[config.mk]
export PLATFORM = sky130hd
export DESIGN_NAME = sample_voice_mixer
export DESIGN_NICKNAME = d
export VERILOG_FILES = /design/src/rtl/sample_voice_mixer.sv
export SDC_FILE = /design/constraint.sdc
export NUM_CORES = 1
export LEC_CHECK = 0
export ABC_AREA = 1
export CORE_MARGIN = 3
export CORE_UTILIZATION = 49
export DETAILED_ROUTE_END_ITERATION = 8
export MAX_ROUTING_LAYER = met4
export PLACE_DENSITY = 0.7
export RECOVER_POWER = 25
export SYNTH_ARGS = -nofsm -noshare
export SYNTH_HDL_FRONTEND = slang
export SYNTH_SLANG_ARGS = --single-unit
[constraint.sdc]
create_clock -name clock_16_934_400 -period 2.8 [get_ports clock_16_934_400]
set_input_delay 0.28 -clock clock_16_934_400 [delete_from_list [all_inputs] [get_ports clock_16_934_400]]
set_output_delay 0.28 -clock clock_16_934_400 [all_outputs]
set_load 0.005 [all_outputs]
[src/rtl/sample_voice_mixer.sv]
// Time-multiplexed oscillator mixer: once per audio sample, each voice is
// visited for one cycle, its waveform value is summed, and the scaled,
// saturated sum is registered onto audio_out with a one-cycle sample_valid.

// Waveform shaper for one voice, fed from the top bits of its phase.
module sample_voice_wave #(
    parameter int BIT_WIDTH = 24
) (
    input  logic [BIT_WIDTH-1:0] p,
    input  logic [1:0]           wave,
    input  logic                 enable,
    output logic [BIT_WIDTH-1:0] sample
);
    logic [BIT_WIDTH-1:0] tri_q;

    // Saw, square, triangle or silence; a disabled voice contributes zero.
    always_comb begin
        tri_q  = {(p[BIT_WIDTH-1] ? ~p[BIT_WIDTH-2:0] : p[BIT_WIDTH-2:0]), 1'b0};
        sample = '0;
        if (enable) begin
            case (wave)
                2'd0:    sample = {~p[BIT_WIDTH-1], p[BIT_WIDTH-2:0]};
                2'd1:    sample = p[BIT_WIDTH-1] ? {1'b1, {(BIT_WIDTH-1){1'b0}}}
                                                 : {1'b0, {(BIT_WIDTH-1){1'b1}}};
                2'd2:    sample = {~tri_q[BIT_WIDTH-1], tri_q[BIT_WIDTH-2:0]};
                default: sample = '0;
            endcase
        end
    end
endmodule

module sample_voice_mixer #(
    parameter int BIT_WIDTH        = 24,
    parameter int VOICES           = 4,
    parameter int PHASE_WIDTH      = 32,
    parameter int TICKS_PER_SAMPLE = 384,
    parameter int MIX_SHIFT        = 1
) (
    input  logic                                          clock_16_934_400,
    input  logic                                          reset_l,
    input  logic                                          cfg_valid,
    output logic                                          cfg_ready,
    input  logic [((VOICES > 1) ? $clog2(VOICES) : 1)-1:0] cfg_voice,
    input  logic [PHASE_WIDTH-1:0]                        cfg_phase_inc,
    input  logic [1:0]                                    cfg_wave,
    input  logic                                          cfg_enable,
    output logic signed [BIT_WIDTH-1:0]                   audio_out,
    output logic                                          sample_valid,
    output logic                                          clip
);
    localparam int VW = (VOICES > 1) ? $clog2(VOICES) : 1;
    localparam int AW = BIT_WIDTH + $clog2(VOICES) + 1;
    localparam int CW = (TICKS_PER_SAMPLE > 1) ? $clog2(TICKS_PER_SAMPLE) : 1;
    localparam logic [CW-1:0] CNT_LAST   = CW'(TICKS_PER_SAMPLE - 1);
    localparam logic [VW-1:0] VOICE_LAST = VW'(VOICES - 1);
    localparam logic signed [AW-1:0] SAT_MAX = {{(AW-BIT_WIDTH+1){1'b0}}, {(BIT_WIDTH-1){1'b1}}};
    localparam logic signed [AW-1:0] SAT_MIN = {{(AW-BIT_WIDTH+1){1'b1}}, {(BIT_WIDTH-1){1'b0}}};

    typedef enum logic [1:0] {IDLE = 2'd0, ACCUM = 2'd1, OUTPUT = 2'd2} state_t;

    state_t                              state_q, state_d;
    logic [CW-1:0]                       cnt_q, cnt_d;
    logic [VW-1:0]                       vidx_q, vidx_d;
    logic [VOICES-1:0][PHASE_WIDTH-1:0]  phase_q, phase_d;
    logic [VOICES-1:0][PHASE_WIDTH-1:0]  inc_q, inc_d;
    logic [VOICES-1:0][1:0]              wave_q, wave_d;
    logic [VOICES-1:0]                   en_q, en_d;
    logic signed [AW-1:0]                acc_q, acc_d, acc_shr;
    logic [BIT_WIDTH-1:0]                audio_q, audio_d;
    logic                                valid_q, valid_d;
    logic                                clip_q, clip_d;
    logic [BIT_WIDTH-1:0]                voice_smp;
    logic                                tick;

    assign tick         = (cnt_q == CNT_LAST);
    assign audio_out    = audio_q;
    assign sample_valid = valid_q;
    assign clip         = clip_q;

    // Only the voice being visited this cycle needs a shaper.
    sample_voice_wave #(.BIT_WIDTH(BIT_WIDTH)) u_wave (
        .p      (phase_q[vidx_q][PHASE_WIDTH-1 -: BIT_WIDTH]),
        .wave   (wave_q[vidx_q]),
        .enable (en_q[vidx_q]),
        .sample (voice_smp)
    );

    // Sample timing, voice sequencing, accumulation, output scaling and config writes.
    always_comb begin
        state_d   = state_q;
        cnt_d     = tick ? '0 : cnt_q + 1'b1;
        vidx_d    = vidx_q;
        phase_d   = phase_q;
        inc_d     = inc_q;
        wave_d    = wave_q;
        en_d      = en_q;
        acc_d     = acc_q;
        audio_d   = audio_q;
        clip_d    = clip_q;
        valid_d   = (state_q == OUTPUT);
        acc_shr   = acc_q >>> MIX_SHIFT;
        cfg_ready = (state_q != ACCUM);

        case (state_q)
            IDLE: begin
                if (tick) begin
                    state_d = ACCUM;
                    vidx_d  = '0;
                    acc_d   = '0;
                end
            end
            ACCUM: begin
                acc_d = acc_q + $signed({{(AW-BIT_WIDTH){voice_smp[BIT_WIDTH-1]}}, voice_smp});
                // The value above was taken from the phase before this step.
                if (en_q[vidx_q])
                    phase_d[vidx_q] = phase_q[vidx_q] + inc_q[vidx_q];
                if (vidx_q == VOICE_LAST)
                    state_d = OUTPUT;
                else
                    vidx_d = vidx_q + 1'b1;
            end
            OUTPUT: begin
                state_d = IDLE;
                if (acc_shr > SAT_MAX) begin
                    audio_d = SAT_MAX[BIT_WIDTH-1:0];
                    clip_d  = 1'b1;
                end else if (acc_shr < SAT_MIN) begin
                    audio_d = SAT_MIN[BIT_WIDTH-1:0];
                    clip_d  = 1'b1;
                end else begin
                    audio_d = acc_shr[BIT_WIDTH-1:0];
                    clip_d  = 1'b0;
                end
            end
            default: state_d = IDLE;
        endcase

        // Writes never land during ACCUM, so they cannot collide with phase stepping.
        if (cfg_valid && cfg_ready && (int'(cfg_voice) < VOICES)) begin
            inc_d[cfg_voice]  = cfg_phase_inc;
            wave_d[cfg_voice] = cfg_wave;
            en_d[cfg_voice]   = cfg_enable;
            if (cfg_enable && !en_q[cfg_voice])
                phase_d[cfg_voice] = '0;
        end
    end

    // State registers with asynchronous active-low reset.
    always_ff @(posedge clock_16_934_400 or negedge reset_l) begin
        if (!reset_l) begin
            state_q <= IDLE;
            cnt_q   <= '0;
            vidx_q  <= '0;
            phase_q <= '0;
            inc_q   <= '0;
            wave_q  <= '0;
            en_q    <= '0;
            acc_q   <= '0;
            audio_q <= '0;
            valid_q <= 1'b0;
            clip_q  <= 1'b0;
        end else begin
            state_q <= state_d;
            cnt_q   <= cnt_d;
            vidx_q  <= vidx_d;
            phase_q <= phase_d;
            inc_q   <= inc_d;
            wave_q  <= wave_d;
            en_q    <= en_d;
            acc_q   <= acc_d;
            audio_q <= audio_d;
            valid_q <= valid_d;
            clip_q  <= clip_d;
        end
    end
endmodule

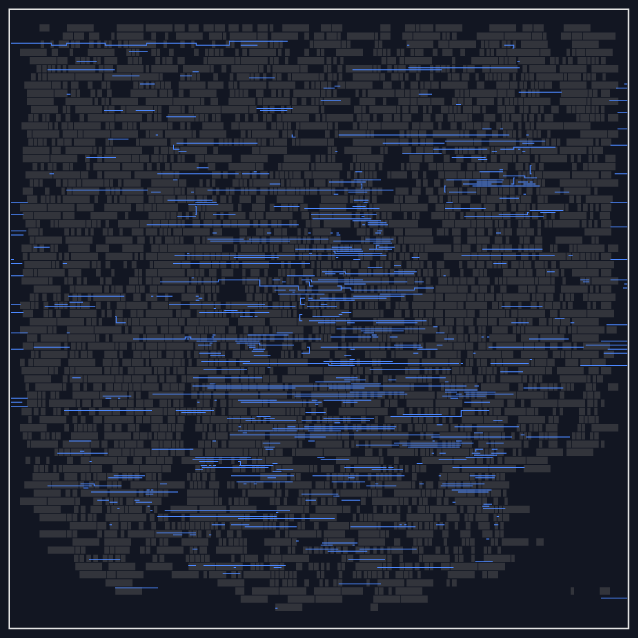
(the metal 3 layer)
(3 px per um)
main direction	horizontal
share of all routed wire	6.7%
nets with wire on the layer	297
longest straight run	91.1 um
wirelength, routed: 69.0 mm
met3 Usage GRT: 0.0485
vias: 20,200

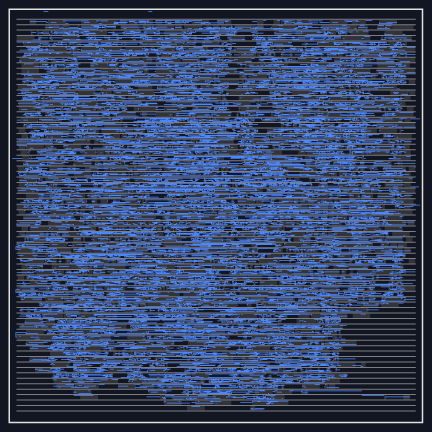
(metal 1)
(2 px per um) Supply wires on this layer in gray.
longest straight run	67.2 um
nets with wire on the layer	3,028
grt met1 use: 0.409

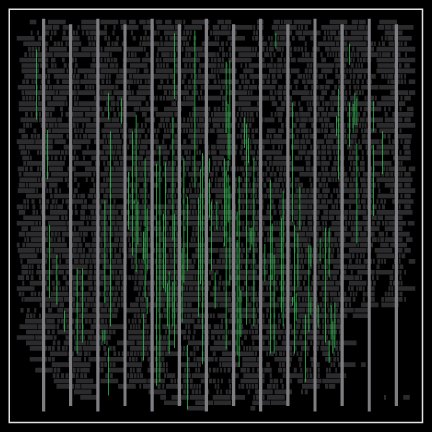
(the metal 4 layer)
(2 px per um) Supply wires on this layer in gray.
main direction	vertical
share of all routed wire	5.3%

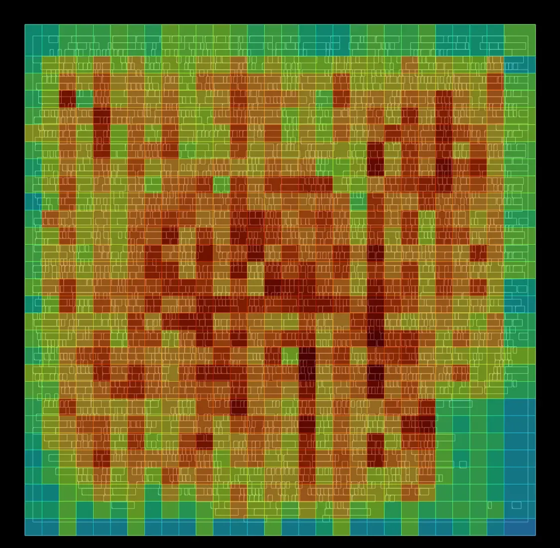
(routing congestion map)
GR Util met2: 0.509
GRT busiest layer: met2
fin util: 0.701
GRT Util Overall: 0.320
wire per inst: 19.1 um

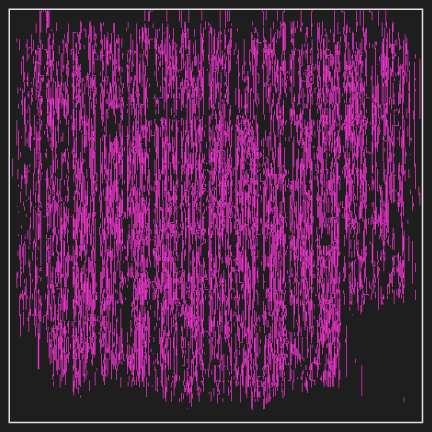
(M2 wires)
(2 px per um)
nets with wire on the layer	2,599
share of all routed wire	47%
main direction	vertical

==> run notes <==
run results: status=complete, but fails checks, failing checks=max-capacitance violations, max-slew violations, negative setup slack, Setup WS post-layout=-0.460 ns, fin crit share=1.16, Switching Power=3.71 mW, syn_area_per_cell=roughly 7.2 um2, combinational cell power=approximately 2.4 mW, yosys adder share=0.0417, biggest area cells=dfrtp_1, nand2_1, o21ai_0, inv_1, nor2_1, crit end category=flop, port bufs=~66, internal power=between 9 and 10 mW, Post-Place Worst Slack=-0.508 ns, flip-flops with a built-in enable=0, Placed Area=between 20,000 and 25,000 um2, final worst path period need=approximately 3.3 ns, logic gate share of total power=0.187, largest net degree at the start of global routing=between 90 and 100, Rows=between 70 and 80, Synth Flop Type=dfrtp_1, Clock Path Buffers=3, Sw Ratio=0.287, CP required=approximately 3.3 ns, max_cap viols=1, Tool Warnings=31, core region area=a little under 40,000 um2, leakage power=approximately 14 nW, ANT nets after route=0, yosys aoi share=0.184, layout cell share with drive strength beyond 1=0.294, maximum VDD drop=approximately 0.53 mV, Commonest Layout Cell=nand2_1, Max Used Layer=met4, cell taking the most area after synthesis=dfrtp_1, Worst Path Arrival=3.72 ns, first-pass GRT wire length=105 mm, vias in the first global route=around 19,000, final tally of setup violations=roughly 130, Die Footprint=42,400 um2, MUX area fraction=0, Synth Area in XOR/XNOR=0.00984, Pre-Place Util=0.501, CTS root buf=clkbuf_16, Clock Power=5.17 mW, DRC marker count from the first detailed-route iteration=between 1,500 and 2,000, CTS clock-pin slew for the worst setup and hold paths=about 0.060 ns, critical path startpoint category=flop, clk ins delay skew pair=0.58 ns, Max Fanout on Critical Path=9, DRC Markers=0, CTS tree=built, Clk pwr share=0.399, max-slew violations=22, worst slew pin tran=approximately 1.5 ns
==> area by class of cell <==
cell class,count,area [um2],share of cell area
flip-flops and latches,334,8360,0.305
clock inverters,20,238,0.00868
repair buffers,425,4180,0.153
clock buffers,47,1040,0.0378
well taps,518,648,0.0237
inverters,345,1320,0.0482
multi-input cells,1914,11600,0.424
==> synth_stat cells (3+ instances only) <==
cell and count:
clkbuf_1 60, ha_1 62, inv_1 327, buf_4 5
o21ai_1 10, o21bai_1 9, dfrtp_1 334, xor2_1 13
a21o_1 9, nand2_4 5, o21ai_0 402, nand2_1 651
o22ai_1 39, xnor2_1 9, o211ai_2 3, a21oi_1 187
inv_2 16, nor3_1 17, o211ai_1 11, nor2_2 5
nor2_1 272, buf_6 11, nand3_1 167, nand3b_1 3
nand4_1 15, buf_2 49
==> path summary, 6_finish.rpt <==
kind                                  start           end  slack, ns  cells past startpoint
hold reg to reg                audio_out[8]  audio_out[8]       0.48                      2
max in group asynchronous           reset_l      cnt_q[8]       0.26                      3
hold / removal             cfg_phase_inc[4]     inc_q[36]       0.32                      3
min in group asynchronous           reset_l   phase_q[72]       0.62                      2
setup reg to reg                  vidx_q[0]     acc_q[26]      -0.46                     24
setup / recovery                  vidx_q[0]     acc_q[26]      -0.46                     24
==> registers in the layout, indices dropped and copies added, names as in the netlist <==
| signal | count |
|---|---|
| state_q | 2 |
| en_q | 4 |
| cnt_q | 9 |
| clip | 1 |
| inc_q | 128 |
| phase_q | 128 |
| acc_q | 27 |
| vidx_q | 2 |
| wave_q | 8 |
| audio_out | 24 |
| sample_valid | 1 |
==> layer usage <==
| metal | vias to the layer above | GRT usage |
|---|---|---|
| met3 | 225 | 0.0485 |
| met4 | 0 | 0.141 |
| met2 | 785 | 0.509 |
| met5 | - | - |
| met1 | 9687 | 0.409 |
| li1 | 9537 | - |
Power and IR drop assume default switching activity.
